## config.mk

```make
export PLATFORM = sky130hd
export DESIGN_NAME = clock_monitor_flat
export DESIGN_NICKNAME = d
export VERILOG_FILES = /design/src/rtl/clock_monitor_if.sv /design/src/rtl/clock_monitor.sv /design/src/flat_wrapper.sv
export SDC_FILE = /design/constraint.sdc
export NUM_CORES = 1
export LEC_CHECK = 0
export CORE_ASPECT_RATIO = 0.5
export CORE_MARGIN = 3
export CORE_UTILIZATION = 60
export DETAILED_ROUTE_END_ITERATION = 8
export GPL_TIMING_DRIVEN = 1
export PLACE_DENSITY = 0.78
export SYNTH_ARGS = -nofsm -noshare
export SYNTH_HDL_FRONTEND = slang
export SYNTH_HIERARCHICAL = 1
export SYNTH_SLANG_ARGS = --single-unit
```

## constraint.sdc

```tcl
create_clock -name clk_in -period 6.5 [get_ports clk_in]
set_input_delay 0.975 -clock clk_in [delete_from_list [all_inputs] [get_ports clk_in]]
set_output_delay 0.975 -clock clk_in [all_outputs]
set_load 0.01 [all_outputs]
```

## src/rtl/clock_monitor_if.sv

```systemverilog
// Status bundle between the clock divider side and clock_monitor: the three divided
// clocks in, per-channel lock/error flags and the combined lock out.
interface clock_monitor_if;
    logic clk_f;
    logic clk_2f;
    logic clk_4f;
    logic lock_f;
    logic lock_2f;
    logic lock_4f;
    logic lock_all;
    logic err_f;
    logic err_2f;
    logic err_4f;

    // Divider / environment side: drives the clocks, observes the status.
    modport master (
        output clk_f, clk_2f, clk_4f,
        input  lock_f, lock_2f, lock_4f, lock_all, err_f, err_2f, err_4f
    );

    // Monitor side.
    modport slave (
        input  clk_f, clk_2f, clk_4f,
        output lock_f, lock_2f, lock_4f, lock_all, err_f, err_2f, err_4f
    );
endinterface

```

## src/rtl/clock_monitor.sv

```systemverilog
// Measures the high/low phases of three divided clocks in clk_in cycles and reports
// per-channel lock and error. Define CLKMON_STICKY_ERR_EN to make err_* sticky until reset.
module clkmon_channel #(
    parameter int D        = 32,
    parameter int LOCK_CNT = 4,
    parameter int CNT_W    = 8
) (
    input  logic clk_in,
    input  logic reset_L,
    input  logic i_x,
    output logic o_lock,
    output logic o_err
);
    localparam int GW = $clog2(LOCK_CNT + 1);
    localparam logic [CNT_W-1:0] L_HALF = CNT_W'(D / 2);
    localparam logic [CNT_W-1:0] L_FULL = CNT_W'(D);
    localparam logic [CNT_W-1:0] L_LAST = CNT_W'(D - 1);
    localparam logic [GW-1:0]    L_LOCK = GW'(LOCK_CNT);

    typedef enum logic [1:0] {
        ST_SEARCH,
        ST_MEASURE,
        ST_LOCKED
    } state_t;

    state_t           r_state;
    state_t           w_state_nxt;
    logic             r_x_q;
    logic             r_x_qq;
    logic [CNT_W-1:0] r_run_cnt;
    logic [GW-1:0]    r_good_cnt;
    logic [GW-1:0]    w_good_nxt;
    logic             r_err;
    logic             w_err_evt;
    logic             w_edge;
    logic             w_good;
    logic             w_timeout;

    assign w_edge    = r_x_q ^ r_x_qq;
    assign w_good    = (r_run_cnt == L_HALF);
    // The counter would hit D this cycle with no edge: an edge on that cycle wins.
    assign w_timeout = !w_edge && (r_run_cnt == L_LAST);

    // NOTE: sequential state uses non-blocking assignments so every flop samples
    // pre-edge values regardless of statement order.
    always_ff @(posedge clk_in or negedge reset_L) begin
        if (!reset_L) begin
            r_x_q     <= 1'b0;
            r_x_qq    <= 1'b0;
            r_run_cnt <= '0;
        end else begin
            r_x_q  <= i_x;
            r_x_qq <= r_x_q;
            if (w_edge) begin
                r_run_cnt <= CNT_W'(1);
            end else if (r_run_cnt < L_FULL) begin
                r_run_cnt <= r_run_cnt + CNT_W'(1);
            end
        end
    end

    always_ff @(posedge clk_in or negedge reset_L) begin
        if (!reset_L) begin
            r_state    <= ST_SEARCH;
            r_good_cnt <= '0;
            r_err      <= 1'b0;
        end else begin
            r_state    <= w_state_nxt;
            r_good_cnt <= w_good_nxt;
`ifdef CLKMON_STICKY_ERR_EN
            r_err      <= r_err | w_err_evt;
`else
            r_err      <= w_err_evt;
`endif
        end
    end

    // NOTE: every signal driven here gets a default first, so no path can infer a latch.
    always_comb begin
        w_state_nxt = r_state;
        w_good_nxt  = r_good_cnt;
        w_err_evt   = 1'b0;
        unique case (r_state)
            ST_SEARCH: begin
                if (w_edge) begin
                    w_state_nxt = ST_MEASURE;
                    w_good_nxt  = '0;
                end
            end
            ST_MEASURE: begin
                if (w_edge) begin
                    if (w_good) begin
                        w_good_nxt = r_good_cnt + GW'(1);
                        if (w_good_nxt == L_LOCK) begin
                            w_state_nxt = ST_LOCKED;
                        end
                    end else begin
                        // A bad edge is still a valid phase reference, so keep measuring.
                        w_err_evt  = 1'b1;
                        w_good_nxt = '0;
                    end
                end else if (w_timeout) begin
                    w_err_evt   = 1'b1;
                    w_state_nxt = ST_SEARCH;
                end
            end
            ST_LOCKED: begin
                if (w_edge) begin
                    if (!w_good) begin
                        w_err_evt   = 1'b1;
                        w_good_nxt  = '0;
                        w_state_nxt = ST_MEASURE;
                    end
                end else if (w_timeout) begin
                    w_err_evt   = 1'b1;
                    w_state_nxt = ST_SEARCH;
                end
            end
            default: begin
                w_state_nxt = ST_SEARCH;
            end
        endcase
    end

    assign o_lock = (r_state == ST_LOCKED);
    assign o_err  = r_err;
endmodule

module clock_monitor #(
    parameter int DF_1     = 32,
    parameter int DF_2     = 16,
    parameter int DF_4     = 8,
    parameter int LOCK_CNT = 4,
    parameter int CNT_W    = 8
) (
    input  logic           clk_in,
    input  logic           reset_L,
    clock_monitor_if.slave mon
);
    logic w_lock_f;
    logic w_lock_2f;
    logic w_lock_4f;
    logic r_lock_all;

    clkmon_channel #(.D(DF_1), .LOCK_CNT(LOCK_CNT), .CNT_W(CNT_W)) u_ch_f (
        .clk_in  (clk_in),
        .reset_L (reset_L),
        .i_x     (mon.clk_f),
        .o_lock  (w_lock_f),
        .o_err   (mon.err_f)
    );

    clkmon_channel #(.D(DF_2), .LOCK_CNT(LOCK_CNT), .CNT_W(CNT_W)) u_ch_2f (
        .clk_in  (clk_in),
        .reset_L (reset_L),
        .i_x     (mon.clk_2f),
        .o_lock  (w_lock_2f),
        .o_err   (mon.err_2f)
    );

    clkmon_channel #(.D(DF_4), .LOCK_CNT(LOCK_CNT), .CNT_W(CNT_W)) u_ch_4f (
        .clk_in  (clk_in),
        .reset_L (reset_L),
        .i_x     (mon.clk_4f),
        .o_lock  (w_lock_4f),
        .o_err   (mon.err_4f)
    );

    always_ff @(posedge clk_in or negedge reset_L) begin
        if (!reset_L) begin
            r_lock_all <= 1'b0;
        end else begin
            r_lock_all <= w_lock_f & w_lock_2f & w_lock_4f;
        end
    end

    assign mon.lock_f   = w_lock_f;
    assign mon.lock_2f  = w_lock_2f;
    assign mon.lock_4f  = w_lock_4f;
    assign mon.lock_all = r_lock_all;
endmodule

```

## src/flat_wrapper.sv

```systemverilog
// flat-port wrapper written by rule: the top's interface ports become plain ports
module clock_monitor_flat 
#(
    parameter int DF_1     = 32,
    parameter int DF_2     = 16,
    parameter int DF_4     = 8,
    parameter int LOCK_CNT = 4,
    parameter int CNT_W    = 8
)
  (clk_in, reset_L, mon_clk_f, mon_clk_2f, mon_clk_4f, mon_lock_f, mon_lock_2f, mon_lock_4f, mon_lock_all, mon_err_f, mon_err_2f, mon_err_4f);
  clock_monitor_if mon_i ();
  input  logic clk_in;
  input  logic reset_L;
  input wire logic [$bits(mon_i.clk_f)-1:0] mon_clk_f;
  input wire logic [$bits(mon_i.clk_2f)-1:0] mon_clk_2f;
  input wire logic [$bits(mon_i.clk_4f)-1:0] mon_clk_4f;
  output wire logic [$bits(mon_i.lock_f)-1:0] mon_lock_f;
  output wire logic [$bits(mon_i.lock_2f)-1:0] mon_lock_2f;
  output wire logic [$bits(mon_i.lock_4f)-1:0] mon_lock_4f;
  output wire logic [$bits(mon_i.lock_all)-1:0] mon_lock_all;
  output wire logic [$bits(mon_i.err_f)-1:0] mon_err_f;
  output wire logic [$bits(mon_i.err_2f)-1:0] mon_err_2f;
  output wire logic [$bits(mon_i.err_4f)-1:0] mon_err_4f;
  assign mon_i.clk_f = mon_clk_f;
  assign mon_i.clk_2f = mon_clk_2f;
  assign mon_i.clk_4f = mon_clk_4f;
  assign mon_lock_f = mon_i.lock_f;
  assign mon_lock_2f = mon_i.lock_2f;
  assign mon_lock_4f = mon_i.lock_4f;
  assign mon_lock_all = mon_i.lock_all;
  assign mon_err_f = mon_i.err_f;
  assign mon_err_2f = mon_i.err_2f;
  assign mon_err_4f = mon_i.err_4f;
  clock_monitor #(.DF_1(DF_1), .DF_2(DF_2), .DF_4(DF_4), .LOCK_CNT(LOCK_CNT), .CNT_W(CNT_W)) u_core (.clk_in(clk_in), .reset_L(reset_L), .mon(mon_i));
endmodule
```

==> impl_metrics.py, run 1 <==
# Auto-generated metrics
metrics = {
    "place": {
        "dp.cells": 321,
        "io_buffers": 11,
        "dp_hpwl_um": 3543,
    },
    "sta": {
        "rsz0062_at_grt": "false",
        "hold-worst-slack_ps": 439.6,
        "layout_setup_ws_ps": 3798,
        "max_freq_mhz": 370.1,
        "finalCriticalPeriod_ps": 2702,
        "slew_headroom_pct": 34.82,
        "fin_setup_tns_ps": 0,
        "tightest_slew_ps": 970.8,
    },
    "route": {
        "dr.pass1.iters": 4,
        "routedWlPerCell_um": 15.09,
        "drtIter0Drc": 79,
        "ant_nets": 0,
        "remaining_drc_errors": 0,
    },
    "floorplan": {
        "initial_core_util_pct": 66.03,
        "fp-row-count": 16,
        "io_pins": 12,
        "chipWidth_um": 101.5,
    },
    "logic_synthesis": {
        "yosys_cells": 261,
        "synth.area.top_cells": "dfrtp_1, ha_1, nor2_1, xor2_1, nand2_1",
        "yosys.area.top_type": "dfrtp_1",
        "syn_inst": 261,
        "edf_count": 0,
        "syn_nets": 290,
        "synth_area_um2": 2736,
        "ff_type": "dfrtp_1",
        "synth_cell_types": 51,
        "ys_seq_share_pct": 44.81,
        "top_area_share_pct": 44.81,
    },
    "critical_path": {
        "critPathLaunchType": "flip-flop",
        "cp_max_fo": 7,
        "required_ps": 5520,
        "critical_path.endpoint": "mon_lock_4f",
        "crit_start": "u_core/u_ch_4f/r_state[0]",
        "r2r-start": "u_core/u_ch_f/r_run_cnt[0]",
    },
    "clock_network": {
        "cts_tree": "built",
        "cts.sinks": 49,
        "cts-resized-gates": 0,
        "insertion_delay_ps": 290,
        "root_buffer": "clkbuf_8",
        "clk_pin_slew_ps": 80,
        "cts_setup_buffers": 0,
        "cts_buffers": 5,
        "cts_hold_buf": 0,
        "htreeDepth": 2,
    },
    "layout": {
        "final-comb-area_um2": 1404,
        "drive_above_1_share_pct": 7.273,
        "layout.nets": 303,
        "lay_top_cells": "dfrtp_1, ha_1, nor2_1, nand2_1, inv_1",
        "num-fill-cells": 309,
    },
    "worst_hold_path": {
        "hold_class": "reg -> reg",
    },
    "power": {
        "ir_worst_vdd_v": 0.0002117,
        "leakagePower_nw": 1.365,
        "power_density_nw_per_um2": 284.7,
    },
    "global_routing": {
        "overflow": 0,
        "grt_max_degree": 50,
        "grt_first_pass_wirelength_um": 8714,
    },
    "outcome": {
        "outcome": "completed",
    },
    "run": {
        "warnings": 41,
    },
}
-- run 1: state kept, by name, summed over array words and instances (netlist names) --
register and cells:
u_core/u_ch_f/o_err 1, u_core/u_ch_f/r_state 2, u_core/u_ch_4f/o_err 1, u_core/u_ch_f/r_good_cnt 3, u_core/u_ch_2f/o_err 1, u_core/u_ch_4f/r_good_cnt 3, u_core/u_ch_4f/r_state 2, u_core/u_ch_2f/r_run_cnt 8
u_core/u_ch_2f/r_x_qq 1, u_core/u_ch_2f/r_good_cnt 3, u_core/u_ch_2f/r_state 2, u_core/u_ch_f/r_x_qq 1, u_core/u_ch_4f/r_run_cnt 8, u_core/mon.lock_all 1, u_core/u_ch_2f/r_x_q 1, u_core/u_ch_4f/r_x_q 1
u_core/u_ch_f/r_x_q 1, u_core/u_ch_f/r_run_cnt 8, u_core/u_ch_4f/r_x_qq 1
-- run 1: area by class of cell --
type	count	area share, %
multi-input combinational	190	47.58
tap	54	2.290
clock buffer	8	2.714
sequential	49	41.56
timing repair buffer	12	3.817
inverter	16	2.036
-- run 1: synth_stat cells (2+ instances only) --
cell,instances
o21ai_0,7
a211oi_1,3
or4_1,2
nand3b_1,2
nor3_1,3
nand2b_1,3
buf_6,2
xor2_1,9
a21boi_0,2
a311oi_1,3
nor4b_1,2
o21ai_1,4
a31oi_1,3
nand2_1,20
ha_1,24
nor2b_1,2
mux2i_1,7
a41oi_1,2
a21oi_1,10
o21bai_1,3
nor4_1,4
and3_1,2
nand4_1,6
or4_4,2
dfrtp_1,49
buf_4,2
inv_1,16
and2_1,11
nor2_1,22
xnor2_1,8
nand3_1,5
or4b_4,2
-- run 1: layer usage --
| layer | up-vias | part of all wire (%) | global-route usage (%) |
|---|---|---|---|
| met5 | - | 0 | 0 |
| met4 | 0 | 0.30 | 4.857 |
| met3 | 2 | 4.5 | 5.045 |
| met2 | 36 | 49 | 36.80 |
| met1 | 962 | 46 | 26.21 |
| li1 | 948 | - | - |
-- run 1: power breakdown --
group / leakage, nW / internal (mW) / switching [mW]
clock: 0.0395 / 0.0766 / 0.0923
sequential: 0.645 / 0.342 / 0.0380
combinational: 0.680 / 0.132 / 0.159
-- run 1: logic make-up (layout without fill, tap and decap cells) --
| family | after synthesis | after routing | share of synthesized area (%) |
|---|---|---|---|
| AND-OR/OR-AND | 45 | 45 | 11.34 |
| AND/OR/NAND/NOR | 96 | 96 | 20.44 |
| XOR/XNOR | 17 | 17 | 5.442 |
| adder cells (fa/ha/maj) | 24 | 24 | 10.97 |
| buffers and inverters | 22 | 36 | 3.886 |
| multiplexers | 8 | 8 | 3.109 |
| flip-flops | 49 | 49 | 44.81 |
-- run 1: critical path, stage by stage (launching register included) --
cell and delay, ps:
dfrtp_1 420, inv_1 100, ha_1 320, clkdlybuf4s50_1 600
-- run 1: metrics by stage --
stage / total power, mW / cell area [µm²]
after floorplan: 0.5945 / 2736
after global placement: 0.6588 / 2870
after detailed placement: 0.6715 / 2870
after CTS: 0.8460 / 2950
after global routing: 0.9039 / 2950
final: 0.8399 / 2950
**Run 1: M1 wires**

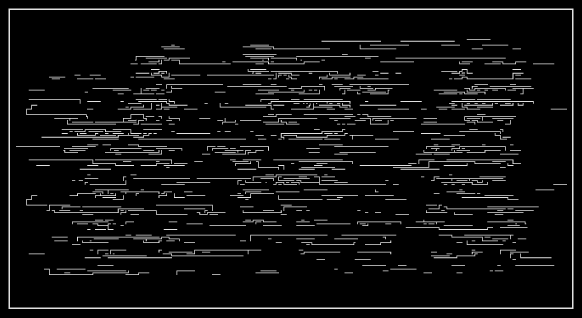
main direction = horizontal
wire length on this layer = 2280 µm
Routed WL: 4965 µm
global routing usage on met1: 26.21%
via count: 1948

**Run 1: where the registers sit**

Scale bar: 20 µm. Other sequential cells in the stronger grey, the rest of the logic in the fainter grey.
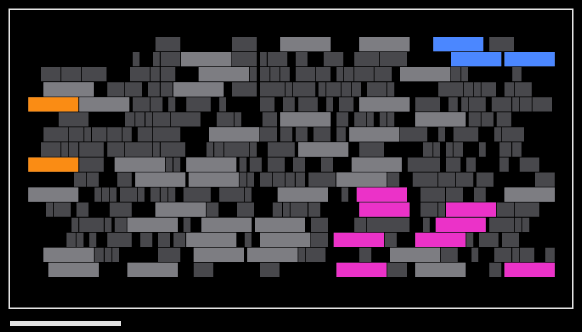
u_core/u_ch_4f/r_good_cnt -> blue  # sequential cells 3
u_core/u_ch_4f/r_run_cnt -> magenta  # sequential cells 8
u_core/u_ch_2f/r_state -> orange  # sequential cells 2
not coloured = 36
Seq group: 0.380 mW
register area: 1226 µm²
flop share of the area: 41.56%
Final Core Density: 71.20%

**Run 1: M3 wires**

Scale bar: 20 µm.
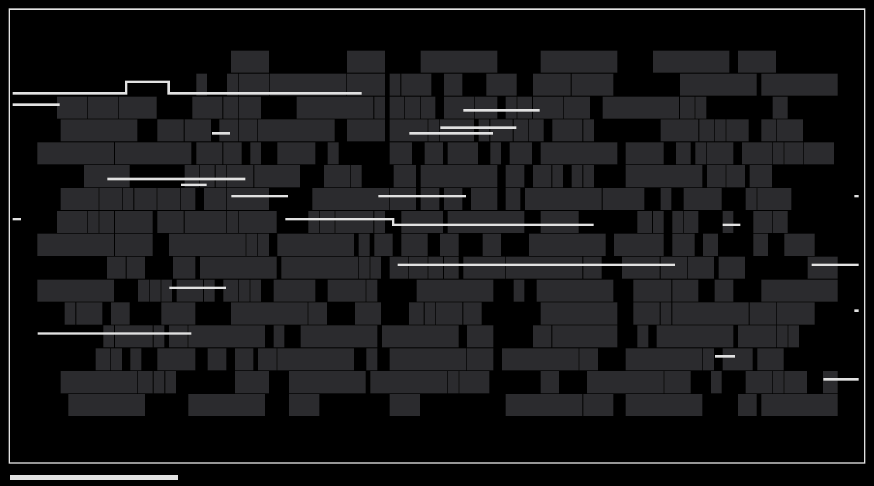
longest straight run = 32.7 µm
main direction = horizontal
met3 Use GR: 5.045%

**Run 1: signal wires on met2**

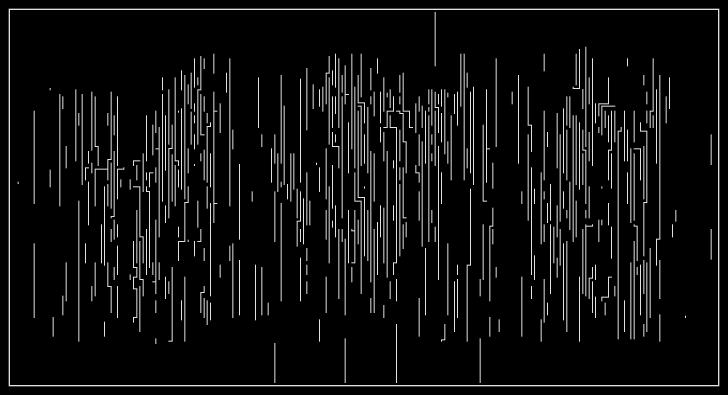

==> run 1 -> run 2 <==
==> constraint.sdc (replaced) <==
create_clock -name clk_in -period 2.68 [get_ports clk_in]
set_input_delay 0.402 -clock clk_in [delete_from_list [all_inputs] [get_ports clk_in]]
set_output_delay 0.402 -clock clk_in [all_outputs]
set_load 0.01 [all_outputs]
**Run 2: signal wires on met2**

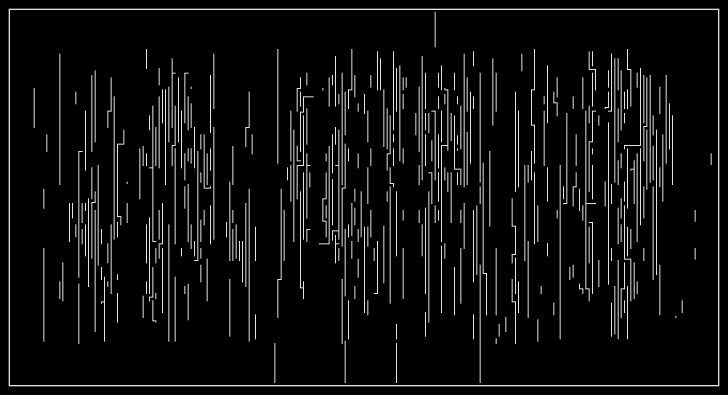
main direction = vertical
wire length on this layer = 2330 µm
via count: 1909
Routed WL: 4881 µm
met2 GRT Util: 35.39%

==> run 2 against run 1 <==
Net effect:
- clock power grew 140%
- routed wire length shrank 1.7%
- combinational power grew 140%
- critical endpoint is now u_core/u_ch_f/r_state[0]
- largest power group unchanged
- highest routed layer unchanged
==> impl_metrics.py, run 2 <==
# Auto-generated metrics
metrics = {
    "route": {
        "via_per_inst": 5.733,
        "remaining_drc_errors": 0,
        "routedWlPerCell_um": 14.66,
        "dr.pass1.iters": 4,
        "ant_nets": 0,
        "drtIter0Drc": 61,
    },
    "run": {
        "warnings": 41,
    },
    "logic_synthesis": {
        "yosys.area.top_type": "dfrtp_1",
        "edf_count": 0,
        "syn_inst": 261,
        "yosysWarnings": 6,
        "yosys_cells": 261,
        "top_area_share_pct": 44.81,
        "ys_seq_share_pct": 44.81,
        "synth_area_um2": 2736,
        "ff_type": "dfrtp_1",
        "yosysMostFrequentCell": "dfrtp_1",
        "syn_nets": 290,
        "synth.area.top_cells": "dfrtp_1, ha_1, nor2_1, xor2_1, nand2_1",
        "common_cells": "dfrtp_1, ha_1, nor2_1",
        "synth_cell_types": 51,
    },
    "power": {
        "leakagePower_nw": 1.389,
        "power_density_nw_per_um2": 683.3,
        "p_total_mw": 2.038,
        "ir_worst_vdd_v": 0.0003953,
    },
    "clock_network": {
        "cts.sinks": 49,
        "cts_buffers": 5,
        "htreeDepth": 2,
        "insertion_delay_ps": 300,
        "cts_tree": "built",
        "cts-resized-gates": 0,
        "root_buffer": "clkbuf_8",
        "cts_setup_buffers": 0,
        "clk_pin_slew_ps": 80,
        "cts_hold_buf": 0,
    },
    "floorplan": {
        "fp-row-count": 16,
        "die-area_um2": 5456,
        "io_pins": 12,
        "initial_core_util_pct": 66.03,
    },
    "critical_path": {
        "path_cells": "inv_1 > ha_1 > or3b_2 > or4b_1 > a222oi_1 > mux2i_1",
        "max_stage_delay_ps": 510,
        "critPathLaunchType": "flip-flop",
        "required_ps": 2910,
        "crit_start": "u_core/u_ch_f/r_run_cnt[0]",
        "cp_max_fo": 4,
        "r2r-start": "u_core/u_ch_f/r_run_cnt[0]",
        "path_buffers": 1,
        "cp_top_family": "simple AND/OR/NAND/NOR gates",
        "cp.depth": 6,
        "crit_slowest_cell": "or4b_1",
    },
    "layout": {
        "reg_top3": "u_core/u_ch_2f/r_run_cnt: 8 flops, u_core/u_ch_4f/r_run_cnt: 8 flops, u_core/u_ch_f/r_run_cnt: 8 flops",
        "layout.nets": 307,
        "lay_top_cells": "dfrtp_1, ha_1, nor2_1, nand2_1, inv_1",
        "drive_above_1_share_pct": 9.319,
        "num-fill-cells": 303,
    },
    "sta": {
        "slew_headroom_pct": 48.51,
        "fin_setup_tns_ps": 0,
        "rsz0062_at_grt": "false",
        "layout_setup_ws_ps": 314.6,
        "finalCriticalPeriod_ps": 2365,
        "tightest_slew_ps": 765.3,
        "max_freq_mhz": 422.8,
    },
    "place": {
        "io_buffers": 11,
        "dp_hpwl_um": 3623,
    },
    "global_routing": {
        "grt_max_degree": 23,
        "overflow": 0,
        "first_global_vias": 1887,
        "grt_first_pass_wirelength_um": 8597,
    },
    "worst_hold_path": {
        "hold_class": "in -> async",
    },
    "outcome": {
        "outcome": "completed",
    },
}
**Run 2: M3 wires**

Scale bar: 20 µm.
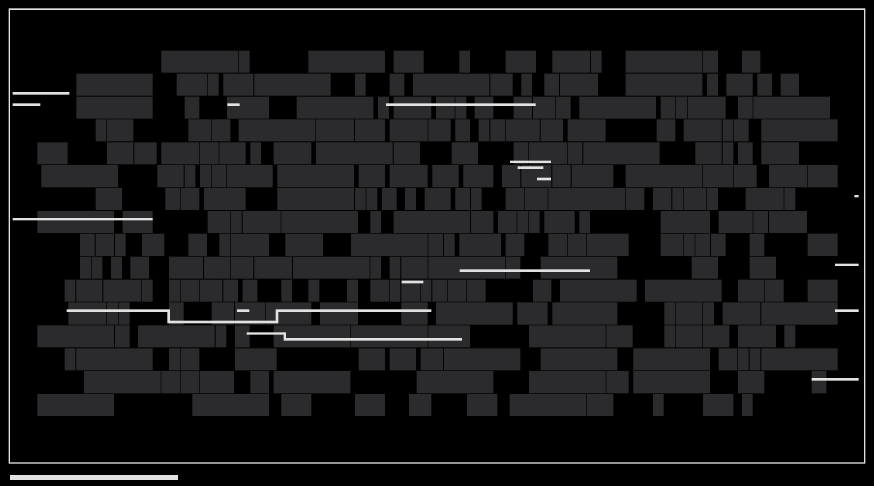
nets with wire on the layer = 12
longest straight run = 20.9 µm
wire length on this layer = 154 µm
share of all routed wire = 3.2%
met3 Use GR: 5.692%

==> run 2: cell counts after synthesis <==
No cell type changed its count.
==> run 2: power breakdown <==
part	leakage, nW	switching [mW]	internal [mW]
Clock	0.0450	0.228	0.181
Sequential	0.645	0.0993	0.830
Combinational	0.699	0.375	0.325
Total	1.39	0.703	1.34
==> run 2: final cells by class <==
| class | count | area (µm²) | share of cell area (%) |
|---|---|---|---|
| tap | 54 | 67.56 | 2.265 |
| timing repair buffer | 16 | 142.6 | 4.782 |
| sequential | 49 | 1226 | 41.11 |
| clock inverter | 2 | 10.01 | 0.3356 |
| multi-input combinational | 190 | 1404 | 47.06 |
| clock buffer | 6 | 72.57 | 2.433 |
| inverter | 16 | 60.06 | 2.013 |
==> run 2: routing by layer <==
layer  GRT usage [%]  vias up  routed length, µm
met4           7.947        0                 50
met2           35.39       23               2329
met5               0        -                  0
met3           5.692        4                154
met1           25.86      923               2347
li1                -      959                  -
==> run 2: kinds of logic (layout without fill, tap and decap cells) <==
family                   count (synthesis)  in the layout  synth area share [%]
adder cells (fa/ha/maj)                 24             24                 10.97
XOR/XNOR                                17             17                 5.442
AND/OR/NAND/NOR                         96             96                 20.44
flip-flops                              49             49                 44.81
AND-OR/OR-AND                           45             45                 11.34
multiplexers                             8              8                 3.109
buffers and inverters                   22             40                 3.886
==> run 2: final timing paths <==
path	endpoint
worst max register to register	u_core/u_ch_f/r_state[0]
worst min register to register	u_core/u_ch_2f/r_x_qq
min in group clk_in	u_core/u_ch_2f/r_x_qq
worst min-delay path	u_core/u_ch_4f/r_run_cnt[0]
worst max-delay path	u_core/u_ch_f/r_state[0]
max in group asynchronous	u_core/u_ch_2f/r_x_qq
==> run 2: through the flow <==
stage | cells | util [%] | hold WS (ps) | instance area (µm²)
3_3_place_gp | 325 | 69.99 | 380.1 | 2900
5_1_grt | 333 | 71.98 | 64.66 | 2983
2_1_floorplan | 261 | - | 106.4 | 2736
4_1_cts | 333 | 71.98 | 50.40 | 2983
6_report | 333 | 71.98 | 42.78 | 2983
3_5_place_dp | 325 | 69.99 | 385.2 | 2900
**Run 2: where the registers sit**

Scale bar: 20 µm. Other sequential cells in the stronger grey, the rest of the logic in the fainter grey.
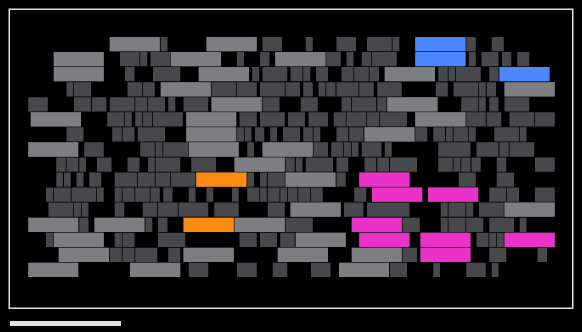

==> run 2 -> run 3 <==
==> constraint.sdc (replaced) <==
create_clock -name clk_in -period 2.4 [get_ports clk_in]
set_input_delay 0.36 -clock clk_in [delete_from_list [all_inputs] [get_ports clk_in]]
set_output_delay 0.36 -clock clk_in [all_outputs]
set_load 0.01 [all_outputs]
**Run 3: where the registers sit**

Scale bar: 20 µm. Other sequential cells in the stronger grey, the rest of the logic in the fainter grey.
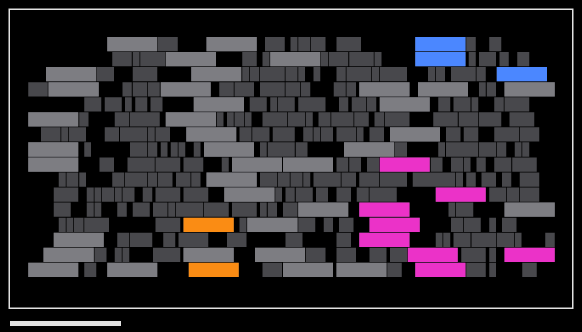
u_core/u_ch_2f/r_state -> orange  # sequential cells 2
u_core/u_ch_4f/r_run_cnt -> magenta  # sequential cells 8, where lower right
u_core/u_ch_4f/r_good_cnt -> blue  # sequential cells 3
not coloured = 36
Seq group: 1.03 mW
Final Core Density: 73.85%
flop share of the area: 40.07%

==> run 3 against run 2 <==
Net effect:
- synthesized cell count did not move
- count of clock-buffer cells in the layout rose by 1
- setup slack got worse by 260 ps
- final cell count rose by 2.1%
- critical endpoint unchanged
- largest cell class unchanged
- largest power group unchanged
==> impl_metrics.py, run 3 <==
# Auto-generated metrics
metrics = {
    "clock_network": {
        "insertion_delay_ps": 300,
        "clk_pin_slew_ps": 90,
        "root_buffer": "clkbuf_8",
        "cts.sinks": 49,
        "cts_hold_buf": 0,
        "clockBufferDepth": 2,
        "htreeDepth": 2,
        "cts_buffers": 5,
        "cts_tree": "built",
    },
    "logic_synthesis": {
        "yosys.area.top_type": "dfrtp_1",
        "synth.area.top_cells": "dfrtp_1, ha_1, nor2_1, xor2_1, nand2_1",
        "ys_seq_share_pct": 44.81,
        "synth_area_um2": 2736,
        "syn_nets": 290,
        "ys_area_um2": 2736,
        "edf_count": 0,
        "top_area_share_pct": 44.81,
        "ff_type": "dfrtp_1",
        "common_cells": "dfrtp_1, ha_1, nor2_1",
        "yosys_cells": 261,
        "yosysMostFrequentCell": "dfrtp_1",
        "yosysWarnings": 6,
        "syn_inst": 261,
        "synth_cell_types": 51,
    },
    "sta": {
        "final-max-slew-violation-count": 0,
        "rsz0062_at_grt": "false",
        "slew_headroom_pct": 49.47,
        "tightest_slew_ps": 751.0,
        "finalCriticalPeriod_ps": 2343,
        "max_freq_mhz": 426.8,
        "layout_setup_ws_ps": 57.07,
        "finalCritPeriodShare_pct": 97.62,
    },
    "critical_path": {
        "crit_slowest_cell": "or4b_4",
        "cp_max_fo": 6,
        "max_stage_delay_ps": 580,
        "cp_common_cell": "or4b_4",
        "required_ps": 2610,
        "critPathLaunchType": "flip-flop",
        "path_cells": "or4b_4 > or4b_4 > a222oi_1 > buf_4 > mux2i_1",
    },
    "global_routing": {
        "overflow": 0,
        "first_global_vias": 2029,
        "grt_first_pass_wirelength_um": 8832,
        "grt_max_degree": 50,
        "use_met3_pct": 5.433,
    },
    "power": {
        "power_density_nw_per_um2": 776.6,
        "ir_worst_vdd_v": 0.0004899,
        "leakagePower_nw": 1.436,
        "p_total_mw": 2.377,
    },
    "route": {
        "wl_um": 5010,
        "remaining_drc_errors": 0,
        "ant_nets": 0,
        "via_per_inst": 5.832,
        "vias": 1983,
        "dr.pass1.iters": 4,
        "drtIter0Drc": 52,
    },
    "layout": {
        "layout.nets": 314,
        "reg_top3": "u_core/u_ch_2f/r_run_cnt: 8 flops, u_core/u_ch_4f/r_run_cnt: 8 flops, u_core/u_ch_f/r_run_cnt: 8 flops",
        "lay_top_cells": "dfrtp_1, ha_1, nor2_1, nand2_1, inv_1",
        "areaGrowthSynthToFinish_pct": 11.84,
        "drive_above_1_share_pct": 12.24,
    },
    "floorplan": {
        "chipWidth_um": 101.5,
        "die-area_um2": 5456,
        "fp-row-count": 16,
        "io_pins": 12,
        "initial_core_util_pct": 66.03,
    },
    "worst_hold_path": {
        "hold_class": "in -> async",
    },
    "place": {
        "io_buffers": 11,
        "dp_hpwl_um": 3667,
    },
    "outcome": {
        "outcome": "completed",
    },
    "run": {
        "warnings": 41,
    },
}
**Run 3: routing congestion**

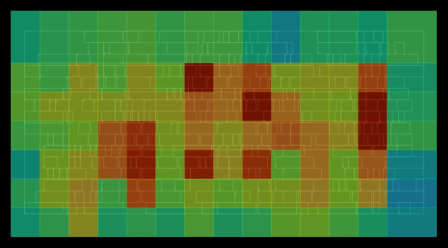
global routing usage on met1: 24.67%
GRT busiest layer: met2
Routed WL per cell: 14.74 µm
met2 GRT Util: 38.53%

==> run 3: netlist changes by cell type in the layout (fill, tap and decap cells not counted), sizes merged <==
cell | previous run | this run
buf | 6 | 13
clkbuf | 6 | 7
clkinv | 2 | 1
==> run 3: final cells by class <==
type                            instances  area (µm²)
Multi-Input combinational cell        190        1410
Sequential cell                        49        1226
Fill cell                             299        1084
Timing Repair Buffer                   23       195.2
Clock buffer                            7       96.34
Tap cell                               54       67.56
Inverter                               16       60.06
Clock inverter                          1       5.005
==> run 3: cell families after synthesis <==
group                    after synthesis  share of synthesized area (%)
multiplexers                           8                          3.109
flip-flops                            49                          44.81
XOR/XNOR                              17                          5.442
AND-OR/OR-AND                         45                          11.34
buffers and inverters                 22                          3.886
adder cells (fa/ha/maj)               24                          10.97
AND/OR/NAND/NOR                       96                          20.44
==> run 3: through the flow <==
step                      util (%)  cells  TNS, ps  instance area [µm²]  hold WS (ps)
after global placement       70.35    327        0                 2915         419.8
after detailed placement     70.35    327   -13.45                 2915         429.5
after global routing         73.85    340        0                 3060         194.8
after floorplan                  -    261        0                 2736         64.41
final                        73.85    340        0                 3060         142.3
after CTS                    72.98    336        0                 3024         172.2
==> run 3: repair_timing <==
item,in CTS,in global routing
resized,0,2
setup buffers,1,4
pin swaps,1,1
setup endpoints to repair,1,1
==> run 3: worst paths after layout <==
check / start / to / slack (ps) / depth (start not counted)
min in group clk_in: u_core/u_ch_2f/r_x_q / u_core/u_ch_2f/r_x_qq / 440 / 0
hold reg to reg: u_core/u_ch_2f/r_x_q / u_core/u_ch_2f/r_x_qq / 440 / 0
setup reg to reg: u_core/u_ch_f/r_run_cnt[5] / u_core/u_ch_f/r_state[0] / 60 / 5
setup / recovery: u_core/u_ch_f/r_run_cnt[5] / u_core/u_ch_f/r_state[0] / 60 / 5
hold / removal: reset_L / u_core/u_ch_4f/r_run_cnt[0] / 140 / 2
max in group asynchronous: reset_L / u_core/u_ch_2f/r_run_cnt[5] / 1840 / 2
==> run 3: power by group <==
part	leakage, nW	internal, mW	switching (mW)	total (mW)
Clock	0.0542	0.261	0.261	0.522
Combinational	0.737	0.387	0.438	0.826
Sequential	0.645	0.927	0.103	1.03
==> run 3: layer usage <==
metal / wire length [µm] / up-vias / share of wire [%]
li1: - / 974 / -
met1: 2314 / 966 / 46
met2: 2469 / 34 / 49
met3: 165 / 9 / 3.3
met4: 61 / 0 / 1.2
met5: 0 / - / 0
==> run 3: critical path: cells and delay by family (launching register included) <==
family / cells / cell delay, ps
simple gates: 2 / 1140
flops: 1 / 410
compound gates: 1 / 330
mux: 1 / 200
buf+inv: 1 / 180
Power is estimated from default activity; no workload was simulated.
